[src/rtl/mux_sched_pkg.sv]
// Shared definitions for the 16-requester round-robin mux scheduler:
// sizes, FSM state encoding and a one-hot helper.
package mux_sched_pkg;

  localparam int N     = 16;
  localparam int SEL_W = $clog2(N);

  typedef enum logic {
    IDLE  = 1'b0,
    GRANT = 1'b1
  } state_t;

  function automatic logic [N-1:0] onehot(input logic [SEL_W-1:0] idx);
    logic [N-1:0] v;
    v      = '0;
    v[idx] = 1'b1;
    return v;
  endfunction

endpackage

[src/rtl/rr_pick.sv]
// Combinational round-robin picker: first set req bit searching upward from
// ptr+1, wrapping, with ptr itself considered last.
module rr_pick
  import mux_sched_pkg::*;
(
  input  logic [N-1:0]     req,
  input  logic [SEL_W-1:0] ptr,
  output logic [SEL_W-1:0] idx,
  output logic             any
);

  logic [SEL_W-1:0] start;
  logic [N-1:0]     rot;
  logic [SEL_W-1:0] off;

  // Rotate so bit 0 is the highest-priority slot, fixed-priority find, map back.
  always_comb begin
    start = ptr + SEL_W'(1);
    rot   = '0;
    for (int k = 0; k < N; k++) begin
      rot[k] = req[SEL_W'(start + SEL_W'(k))];
    end
    off = '0;
    for (int i = N - 1; i >= 0; i--) begin
      if (rot[i]) off = SEL_W'(i);
    end
    idx = start + off;
    any = |req;
  end

endmodule

[src/rtl/mux16_rr_scheduler.sv]
// Round-robin scheduler sharing a 16:1 mux among 16 requesters, with grant
// tenure bounded by MAX_HOLD cycles while other requesters are waiting.
module mux16_rr_scheduler
  import mux_sched_pkg::*;
#(
  parameter int MAX_HOLD = 8
) (
  input  logic             clk,
  input  logic             rst,
  input  logic [N-1:0]     req,
  output logic [SEL_W-1:0] sel,
  output logic [N-1:0]     gnt,
  output logic             valid,
  output logic             gnt_chg
);

  localparam int HOLD_W = $clog2(MAX_HOLD) + 1;
  localparam logic [HOLD_W-1:0] HOLD_LAST = HOLD_W'(MAX_HOLD - 1);

  state_t            state_q, state_d;
  logic [SEL_W-1:0]  sel_q, sel_d;
  logic [N-1:0]      gnt_q, gnt_d;
  logic              valid_q, valid_d;
  logic              gnt_chg_q, gnt_chg_d;
  logic [HOLD_W-1:0] hold_cnt_q, hold_cnt_d;
  logic [SEL_W-1:0]  ptr_q, ptr_d;

  logic [SEL_W-1:0]  pick_idx;
  logic              pick_any;
  logic              owner_req;
  logic              others_pending;
  logic              do_grant;

  rr_pick u_pick (
    .req (req),
    .ptr (ptr_q),
    .idx (pick_idx),
    .any (pick_any)
  );

  // gnt_q is one-hot on the owner in GRANT, so it doubles as the owner mask.
  assign owner_req      = |(req & gnt_q);
  assign others_pending = |(req & ~gnt_q);

  always_comb begin
    state_d    = state_q;
    sel_d      = sel_q;
    gnt_d      = gnt_q;
    valid_d    = valid_q;
    gnt_chg_d  = 1'b0;
    hold_cnt_d = hold_cnt_q;
    ptr_d      = ptr_q;
    do_grant   = 1'b0;

    case (state_q)
      IDLE: begin
        if (pick_any) do_grant = 1'b1;
      end
      GRANT: begin
        // Release wins over a simultaneous tenure expiry.
        if (!owner_req) begin
          if (others_pending) begin
            do_grant = 1'b1;
          end else begin
            state_d    = IDLE;
            gnt_d      = '0;
            valid_d    = 1'b0;
            hold_cnt_d = '0;
          end
        end else if (hold_cnt_q == HOLD_LAST) begin
          if (others_pending) do_grant = 1'b1;
          else                hold_cnt_d = '0;
        end else begin
          hold_cnt_d = hold_cnt_q + HOLD_W'(1);
        end
      end
      default: begin
        state_d = IDLE;
      end
    endcase

    if (do_grant) begin
      state_d    = GRANT;
      sel_d      = pick_idx;
      gnt_d      = onehot(pick_idx);
      valid_d    = 1'b1;
      gnt_chg_d  = 1'b1;
      hold_cnt_d = '0;
      ptr_d      = pick_idx;
    end
  end

  // ptr resets to N-1 so requester 0 has top priority out of reset.
  always_ff @(posedge clk) begin
    if (rst) begin
      state_q    <= IDLE;
      sel_q      <= '0;
      gnt_q      <= '0;
      valid_q    <= 1'b0;
      gnt_chg_q  <= 1'b0;
      hold_cnt_q <= '0;
      ptr_q      <= SEL_W'(N - 1);
    end else begin
      state_q    <= state_d;
      sel_q      <= sel_d;
      gnt_q      <= gnt_d;
      valid_q    <= valid_d;
      gnt_chg_q  <= gnt_chg_d;
      hold_cnt_q <= hold_cnt_d;
      ptr_q      <= ptr_d;
    end
  end

  assign sel     = sel_q;
  assign gnt     = gnt_q;
  assign valid   = valid_q;
  assign gnt_chg = gnt_chg_q;

endmodule

[config.mk]
export PLATFORM = sky130hd
export DESIGN_NAME = mux16_rr_scheduler
export DESIGN_NICKNAME = d
export VERILOG_FILES = /design/src/rtl/mux_sched_pkg.sv /design/src/rtl/rr_pick.sv /design/src/rtl/mux16_rr_scheduler.sv
export SDC_FILE = /design/constraint.sdc
export NUM_CORES = 1
export LEC_CHECK = 0
export CAP_MARGIN = 10
export CORE_MARGIN = 5
export CORE_UTILIZATION = 34
export DETAILED_ROUTE_END_ITERATION = 8
export GPL_TIMING_DRIVEN = 0
export PLACE_DENSITY = 0.5
export SYNTH_ARGS = -nofsm -noshare
export SYNTH_HDL_FRONTEND = slang
export SYNTH_SLANG_ARGS = --single-unit
[constraint.sdc]
create_clock -name clk -period 6.8 [get_ports clk]
set_input_delay 0.68 -clock clk [delete_from_list [all_inputs] [get_ports clk]]
set_output_delay 0.68 -clock clk [all_outputs]
set_load 0.1 [all_outputs]
run_1/clock_map.png
The bar under the picture is 20 um long.
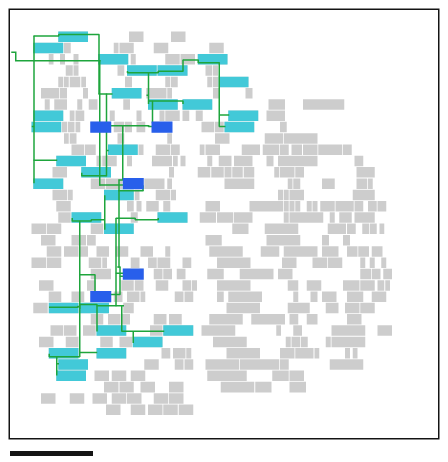
Green marks clock wires, length 468 um. Blue marks cells driving clock nets, count 5. Cyan marks flip-flops, count 31.
There are 6 routed clock nets.
clock latency on the worst-skew pair: 0.28 ns
largest clock skew in the final design: 0.00327 ns

run_1/final_clocks.png
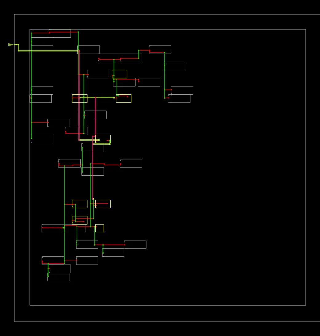
number of buffers created by CTS: 5
final sequential cell count: 31

==> impl_results.rst, run 1 <==
Flow metrics
------------

.. list-table::
   :header-rows: 1

   * - Metric
     - Value
   * - Top-count cell post-synth
     - sky130_fd_sc_hd__dfxtp_1
   * - Max Freq
     - 208 MHz
   * - Final routed wirelength across all metal layers
     - 8.72 mm
   * - Cell accounting for the most synthesized area
     - sky130_fd_sc_hd__dfxtp_1
   * - EDFF count, synth
     - 0
   * - Worst endpoint data arrival time
     - 5.02 ns
   * - Category of cells accounting for the largest share of critical-path delay
     - AND-OR/OR-AND gates
   * - Final Hold Violation Tally
     - 0
   * - Final weighted congestion in routability-driven placement
     - 0.859
   * - Initial detailed-routing violation count
     - 120
   * - Worst-path clk slew
     - 0.07 ns
   * - Synth-to-layout area growth
     - 21.4%
   * - Status
     - finished, final reports clean
   * - Cell area after synthesis
     - 2940 um^2
   * - Worst reg2reg path depth
     - 18
   * - DRT met1 WL
     - 4.00 mm
   * - Slew Viols, Final
     - 0
   * - Wire length of the first global-routing pass
     - 14.3 mm
   * - Critical path class
     - flop to flop
   * - Yosys-reported design area after synthesis
     - 2940 um^2
   * - Sequential standard cell area
     - 621 um^2
   * - Launch point of the worst path
     - ptr_q[0]
   * - Post-Route Hold Slack
     - 0.456 ns
   * - Setup repair after global routing missed its margin
     - false
   * - Worst-case setup slack after placement
     - 1.76 ns
   * - Flop2flop setup slack
     - 2.00 ns
   * - Number of post-CTS setup repair buffers
     - 0
   * - Number of fill cells
     - 850
   * - Signal buffers
     - 56
   * - Number of top-level pins
     - 40
   * - Most numerous cell types in the synthesized netlist
     - sky130_fd_sc_hd__dfxtp_1, sky130_fd_sc_hd__nor2_1, sky130_fd_sc_hd__mux2i_1
   * - Placed instance area
     - 3460 um^2
   * - Met3 capacity usage during global routing
     - 0.0183
   * - Startpoint kind of the worst setup timing path
     - flop
   * - Number of sinks handled by clock tree synthesis
     - 31
   * - Post-route setup slack
     - 2.00 ns
   * - Clock root buffer master
     - sky130_fd_sc_hd__clkbuf_8
   * - Overflow after GRT
     - 0
   * - CTS tree
     - yes
   * - Fraction of synthesis flops using an asynchronous set or reset pin
     - 0
   * - Number of synthesis warnings
     - 0
   * - Post-detailed-placement half-perimeter wirelength
     - 6.90 mm
   * - Number of multi-input logic gates
     - 234
   * - RR Endpoint
     - gnt[7]
run_1/pins.png
Pins as bars across the die edge, other pins in gray.
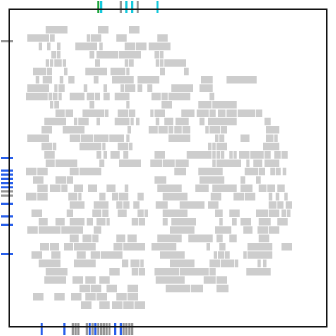
Green marks valid, pins 1, direction output, edge north. Blue marks gnt, pins 16, direction output, edge 10 west, 6 south. Cyan marks sel, pins 4, direction output, edge north.
All pins by edge: 20 south, 13 west, 7 north.
tally of buffers added on design ports: 39
die width: 103 um
die height: 103 um

[run 1: state kept, by name, summed over array words and instances (netlist names)]
name        flops
gnt            16
gnt_chg         1
hold_cnt_q      4
ptr_q           4
sel             4
state_q         1
valid           1
[run 1: cell families (layout without fill, tap and decap cells)]
| logic type | count (synthesis) | in the layout | share of synthesized area |
|---|---|---|---|
| and+or+nand+nor | 94 | 94 | 0.167 |
| AOI/OAI and AO/OA | 68 | 68 | 0.192 |
| muxes | 55 | 55 | 0.290 |
| buffers and inverters | 34 | 81 | 0.0579 |
| DFF | 31 | 31 | 0.211 |
| xor gates and xnor gates | 9 | 9 | 0.0451 |
| adders and majority gates | 8 | 8 | 0.0366 |
run_1/metal_stack.png
The bar under the picture is 20 um long.
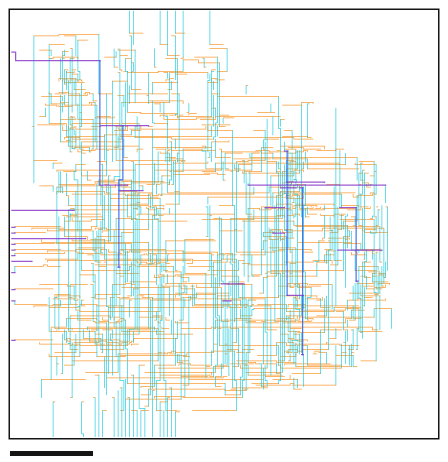

--- run 2 (diff from run 1) ---
clock period = 4.6 ns   (was 6.8 ns; I/O delays follow)
run_2/metal_stack.png
The bar under the picture is 20 um long.
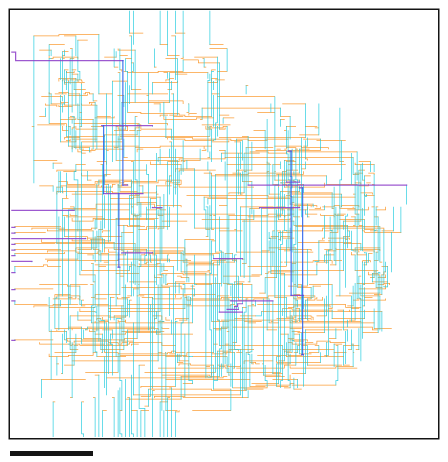
Cyan marks met2, wire length 4540 um. Orange marks met1, wire length 4030 um. Purple marks met3, wire length 188 um. Blue marks met4, wire length 139 um.
global router's overall resource usage: 0.176
final routed wirelength across all metal layers: 8.90 mm

==> run 2 against run 1 <==
Effect of this change: cell area increased by 5.5%; sequential share of layout area fell by 0.90 points; via count rose by 0.81%; first-iteration DRC count grew 23%; synthesized cell count unchanged; largest cell class unchanged.
==> impl_results.rst, run 2 <==
Flow metrics
------------

.. list-table::
   :header-rows: 1

   * - Metric
     - Value
   * - Cell accounting for the most synthesized area
     - sky130_fd_sc_hd__dfxtp_1 (unchanged)
   * - Clock root buffer master
     - sky130_fd_sc_hd__clkbuf_8 (unchanged)
   * - Number of buffers created by CTS
     - 5 (unchanged)
   * - Number of synthesis warnings
     - 0 (unchanged)
   * - Sequential standard cell area
     - 621 um^2 (unchanged)
   * - Final sequential cell count
     - 31 (unchanged)
   * - Launch point of the worst path
     - ptr_q[1] (was ptr_q[0])
   * - Category of cells accounting for the largest share of critical-path delay
     - AND-OR/OR-AND gates (unchanged)
   * - Worst reg2reg path depth
     - 17 (was 18)
   * - Top-count cell post-synth
     - sky130_fd_sc_hd__dfxtp_1 (unchanged)
   * - Number of fill cells
     - 834 (was 850)
   * - Worst-path clk slew
     - 0.07 ns (about the same)
   * - Final weighted congestion in routability-driven placement
     - 0.859 (unchanged)
   * - CTS tree
     - yes (unchanged)
   * - Tally of buffers added on design ports
     - 39 (unchanged)
   * - Clock latency on the worst-skew pair
     - 0.28 ns (about the same)
   * - Wire length of the first global-routing pass
     - 14.4 mm (was 14.3 mm)
   * - Fraction of synthesis flops using an asynchronous set or reset pin
     - 0 (unchanged)
   * - Post-Route Hold Slack
     - 0.456 ns (about the same)
   * - Cell area after synthesis
     - 2940 um^2 (unchanged)
   * - Placed instance area
     - 3460 um^2 (unchanged)
   * - RR Endpoint
     - gnt[15] (was gnt[7])
   * - Post-detailed-placement half-perimeter wirelength
     - 6.90 mm (unchanged)
   * - Met3 capacity usage during global routing
     - 0.0183 (unchanged)
   * - Most numerous cell types in the synthesized netlist
     - sky130_fd_sc_hd__dfxtp_1, sky130_fd_sc_hd__nor2_1, sky130_fd_sc_hd__mux2i_1 (unchanged)
   * - Worst-case setup slack after placement
     - -0.221 ns (was 1.76 ns)
   * - Initial detailed-routing violation count
     - 147 (was 120)
   * - Final Hold Violation Tally
     - 0 (unchanged)
   * - Number of sinks handled by clock tree synthesis
     - 31 (unchanged)
   * - Slew Viols, Final
     - 0 (unchanged)
   * - Setup repair after global routing missed its margin
     - false (unchanged)
   * - Startpoint kind of the worst setup timing path
     - flop (unchanged)
   * - Post-route setup slack
     - 0.273 ns (was 2.00 ns)
   * - Critical path class
     - flop to flop (unchanged)
   * - Status
     - finished, final reports clean (unchanged)
   * - Number of multi-input logic gates
     - 234 (unchanged)
   * - EDFF count, synth
     - 0 (unchanged)
   * - Synth-to-layout area growth
     - 28.1% (was 21.4%)
   * - Max Freq
     - 231 MHz (was 208 MHz)
   * - Overflow after GRT
     - 0 (unchanged)
run_2/clock_map.png
The bar under the picture is 20 um long.
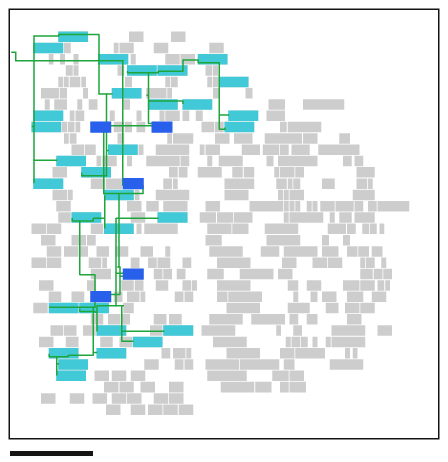
Cyan marks flip-flops, count 31. Green marks clock wires, length 472 um. Blue marks cells driving clock nets, count 5.
There are 6 routed clock nets.
largest clock skew in the final design: 0.00327 ns

[run 2: cell counts after synthesis]
Identical to the previous run, type by type.
[run 2: repair_timing]
| action | CTS | global route |
|---|---|---|
| gates cloned | 0 | 0 |
| setup endpoints to repair | 16 | 18 |
| setup buffers | 1 | 2 |
| resized | 8 | 24 |
| pin swaps | 1 | 3 |
[run 2: kinds of logic after synthesis]
| kind of cell | count (synthesis) | synth area share |
|---|---|---|
| multiplexers | 55 | 0.290 |
| buffers and inverters | 34 | 0.0579 |
| XOR/XNOR | 9 | 0.0451 |
| adder cells (fa/ha/maj) | 8 | 0.0366 |
| AND-OR/OR-AND | 68 | 0.192 |
| AND/OR/NAND/NOR | 94 | 0.167 |
| flip-flops | 31 | 0.211 |
